===== config.mk =====
export PLATFORM = sky130hd
export DESIGN_NAME = nibble_sub_seq_flat
export DESIGN_NICKNAME = d
export VERILOG_FILES = /design/src/rtl/nibble_sub_seq_if.sv /design/src/rtl/nibble_sub_seq.sv /design/src/flat_wrapper.sv
export SDC_FILE = /design/constraint.sdc
export NUM_CORES = 1
export LEC_CHECK = 0
export CAP_MARGIN = 10
export CORE_AREA = 4 4 80 112
export DETAILED_ROUTE_END_ITERATION = 8
export DIE_AREA = 0 0 84 116
export GPL_TIMING_DRIVEN = 0
export PLACE_DENSITY = 0.6
export SYNTH_ARGS = -nofsm -noshare
export SYNTH_HDL_FRONTEND = slang
export SYNTH_SLANG_ARGS = --single-unit

===== constraint.sdc =====
create_clock -name clk -period 3.8 [get_ports clk]
set_clock_uncertainty 0.05 [all_clocks]
set_input_delay 1.14 -clock clk [delete_from_list [all_inputs] [get_ports clk]]
set_output_delay 1.14 -clock clk [all_outputs]
set_load 0.02 [all_outputs]

===== src/rtl/nibble_sub_seq_if.sv =====
// Request/result bundle between a requesting unit and the nibble-serial subtractor.
// Latency: none, wires only.
// Backpressure: none; the requester holds start and the slave answers with busy/done.
interface nibble_sub_seq_if #(
  parameter int NIBBLES = 4
);
  localparam int W = 4 * NIBBLES;

  logic         start;
  logic [W-1:0] a;
  logic [W-1:0] b;
  logic         bin;
  logic         busy;
  logic         done;
  logic [W-1:0] diff;
  logic         bout;
  logic         zero;
  logic         ovf;

  modport master (
    output start, a, b, bin,
    input  busy, done, diff, bout, zero, ovf
  );

  modport slave (
    input  start, a, b, bin,
    output busy, done, diff, bout, zero, ovf
  );
endinterface


===== src/rtl/nibble_sub_seq.sv =====
// Computes A - B - bin over W = 4*NIBBLES bits with one 4-bit slice, LSB nibble first.
// Latency: done pulses NIBBLES+1 cycles after the start edge (NIBBLES busy cycles, then one done cycle).
// Backpressure: start is only sampled in IDLE or DONE; a start during RUN is ignored, not queued.
module nibble_sub_seq #(
  parameter int NIBBLES = 4
) (
  input  logic             clk,
  input  logic             rst,
  nibble_sub_seq_if.slave  bus
);
  localparam int W  = 4 * NIBBLES;
  localparam int CW = (NIBBLES > 1) ? $clog2(NIBBLES) : 1;

  typedef enum logic [1:0] {
    IDLE = 2'd0,
    RUN  = 2'd1,
    DONE = 2'd2
  } state_t;

  state_t         state;
  state_t         state_nxt;

  logic [CW-1:0]  cnt;
  logic           brw;
  logic [W-1:0]   a_l;
  logic [W-1:0]   b_l;
  logic [W-1:0]   diff_q;
  logic           bout_q;
  logic           zero_q;
  logic           ovf_q;

  logic           load;
  logic           step;
  logic           last;
  logic [3:0]     a_nib;
  logic [3:0]     b_nib;
  logic [4:0]     nib_sub;
  logic [W-1:0]   diff_nxt;

  assign last = (cnt == CW'(NIBBLES - 1));

  // State register; reset wins over everything, including a RUN in progress.
  always_ff @(posedge clk) begin
    if (rst) begin
      state <= IDLE;
    end else begin
      state <= state_nxt;
    end
  end

  // Next-state decode plus load/step strobes for the datapath.
  always_comb begin
    state_nxt = state;
    load      = 1'b0;
    step      = 1'b0;
    case (state)
      IDLE: begin
        if (bus.start) begin
          state_nxt = RUN;
          load      = 1'b1;
        end
      end
      RUN: begin
        step = 1'b1;
        if (last) begin
          state_nxt = DONE;
        end
      end
      DONE: begin
        // Back-to-back start goes straight to RUN with the new operands.
        if (bus.start) begin
          state_nxt = RUN;
          load      = 1'b1;
        end else begin
          state_nxt = IDLE;
        end
      end
      default: begin
        state_nxt = IDLE;
      end
    endcase
  end

  // Shared 4-bit slice: 5-bit subtract so bit 4 is the borrow out of this nibble.
  always_comb begin
    a_nib    = a_l[4*cnt +: 4];
    b_nib    = b_l[4*cnt +: 4];
    nib_sub  = {1'b0, a_nib} - {1'b0, b_nib} - {4'b0000, brw};
    diff_nxt = diff_q;
    diff_nxt[4*cnt +: 4] = nib_sub[3:0];
  end

  // Operand latch, nibble sequencing and result flags; flags use the completed diff on the last edge.
  always_ff @(posedge clk) begin
    if (rst) begin
      a_l    <= '0;
      b_l    <= '0;
      brw    <= 1'b0;
      cnt    <= '0;
      diff_q <= '0;
      bout_q <= 1'b0;
      zero_q <= 1'b0;
      ovf_q  <= 1'b0;
    end else if (load) begin
      a_l    <= bus.a;
      b_l    <= bus.b;
      brw    <= bus.bin;
      cnt    <= '0;
      diff_q <= '0;
    end else if (step) begin
      diff_q <= diff_nxt;
      brw    <= nib_sub[4];
      if (last) begin
        cnt    <= '0;
        bout_q <= nib_sub[4];
        zero_q <= (diff_nxt == '0);
        ovf_q  <= (a_l[W-1] ^ b_l[W-1]) & (a_l[W-1] ^ diff_nxt[W-1]);
      end else begin
        cnt <= cnt + CW'(1);
      end
    end
  end

  assign bus.busy = (state == RUN);
  assign bus.done = (state == DONE);
  assign bus.diff = diff_q;
  assign bus.bout = bout_q;
  assign bus.zero = zero_q;
  assign bus.ovf  = ovf_q;

endmodule


===== src/flat_wrapper.sv =====
// flat-port wrapper written by rule: the top's interface ports become plain ports
module nibble_sub_seq_flat 
#(
  parameter int NIBBLES = 4
)
  (clk, rst, bus_start, bus_a, bus_b, bus_bin, bus_busy, bus_done, bus_diff, bus_bout, bus_zero, bus_ovf);
  nibble_sub_seq_if #(.NIBBLES(NIBBLES)) bus_i ();
  input  logic clk;
  input  logic rst;
  input wire logic [$bits(bus_i.start)-1:0] bus_start;
  input wire logic [$bits(bus_i.a)-1:0] bus_a;
  input wire logic [$bits(bus_i.b)-1:0] bus_b;
  input wire logic [$bits(bus_i.bin)-1:0] bus_bin;
  output wire logic [$bits(bus_i.busy)-1:0] bus_busy;
  output wire logic [$bits(bus_i.done)-1:0] bus_done;
  output wire logic [$bits(bus_i.diff)-1:0] bus_diff;
  output wire logic [$bits(bus_i.bout)-1:0] bus_bout;
  output wire logic [$bits(bus_i.zero)-1:0] bus_zero;
  output wire logic [$bits(bus_i.ovf)-1:0] bus_ovf;
  assign bus_i.start = bus_start;
  assign bus_i.a = bus_a;
  assign bus_i.b = bus_b;
  assign bus_i.bin = bus_bin;
  assign bus_busy = bus_i.busy;
  assign bus_done = bus_i.done;
  assign bus_diff = bus_i.diff;
  assign bus_bout = bus_i.bout;
  assign bus_zero = bus_i.zero;
  assign bus_ovf = bus_i.ovf;
  nibble_sub_seq #(.NIBBLES(NIBBLES)) u_core (.clk(clk), .rst(rst), .bus(bus_i));
endmodule

==> metrics.log <==
[flow] collecting metrics
INFO  metric worst_hold_startpoint = u_core.b_l[3]$_SDFFE_PP0P_
INFO  metric global_route.usage.met3 = under 10%
INFO  metric synth-async-reset-ratio = 0%
INFO  metric logic_gate_count = 232
INFO  metric pin_count = ~57
INFO  metric dominant_cells = combinational gates
INFO  metric power.switching_fraction = about 26%
INFO  metric layout.non_clock_inverters = 14
INFO  metric power.clock.total = a little under 600 µW
INFO  metric cts_max_path_buffers = 2
INFO  metric cts_root_buf = clkbuf_16
INFO  metric post-place-ws = 0.08552 ns
INFO  metric combPwrFrac = a little under a fifth
INFO  metric drive_above_1_share = 4.145%
INFO  metric firstDrtPassIters = 4
INFO  metric grt_pass1_wl = 11020 µm
INFO  metric yosys.area_share.simple = 22.56%
INFO  metric hold_path_depth = 2
INFO  metric ys_warn_count = 0
INFO  metric share_seq_of_total_power = about two fifths
INFO  metric lay_top_cells = nand2_1 (72), clkdlybuf4s50_1 (56), dfxtp_1 (56), a21oi_1 (38), nor2_1 (29)
INFO  metric buffers = 76
INFO  metric nWellTaps = 102
INFO  metric total_leakage_power = 0.001343 µW
INFO  metric status = complete, no violations
INFO  metric detail_route.wl_per_cell = roughly 14 µm
INFO  metric layout.clock_buffers = 5
INFO  metric cts.repair_timing.setup_buffer_count = 0
INFO  metric netlist_instances = 323
INFO  metric p_sw = 385.4 µW
INFO  metric dr.max_layer_used = met4
INFO  metric worst-r2r-cell-count = 10
INFO  metric vdd.ir_drop.worst = 0.2621 mV
INFO  metric final_core_utilization = 45.22%
INFO  metric timing.slew.headroom = a little over two fifths
INFO  metric seq_area_share = 30.98%
INFO  metric layout.sequential_cells = 56
INFO  metric synth.avg_cell_area = 8.483 µm²
INFO  metric die_width = 84 µm
INFO  metric rows = 39
INFO  metric startpoint_class = flop
INFO  metric timing.critical_path.from = u_core.state[0]$_SDFFE_PP0P_
INFO  metric cp_num_cells = 4
INFO  metric synthFlopType = dfxtp_1
INFO  metric whs = 0.4008 ns
==> images/met1.png <==
Supply wires on this layer in gray.
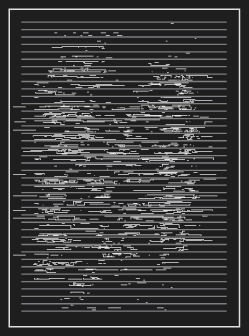
nets with wire on the layer: 382
wire length on this layer: 2720 µm
share of all routed wire: 40%
longest straight run: 29.9 µm
main direction: horizontal
total wirelength of the detailed-routed design: 6809 µm
vias post-DR: 2448
met1 track utilization from global routing: 14.57%

==> images/met2.png <==
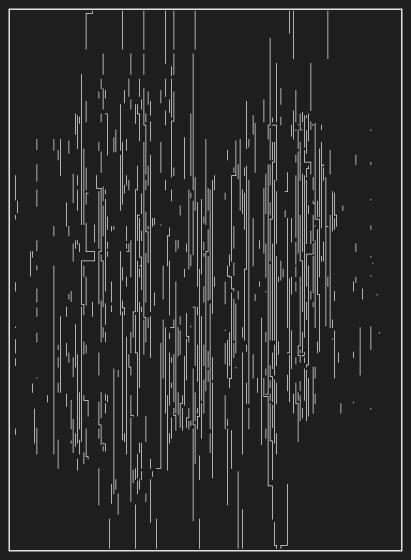
main direction: vertical
share of all routed wire: 52%
wire length on this layer: 3550 µm
nets with wire on the layer: 354
longest straight run: 49.3 µm
met2 Resource Use GR: 27.51%

Power is estimated from default activity; no workload was simulated.
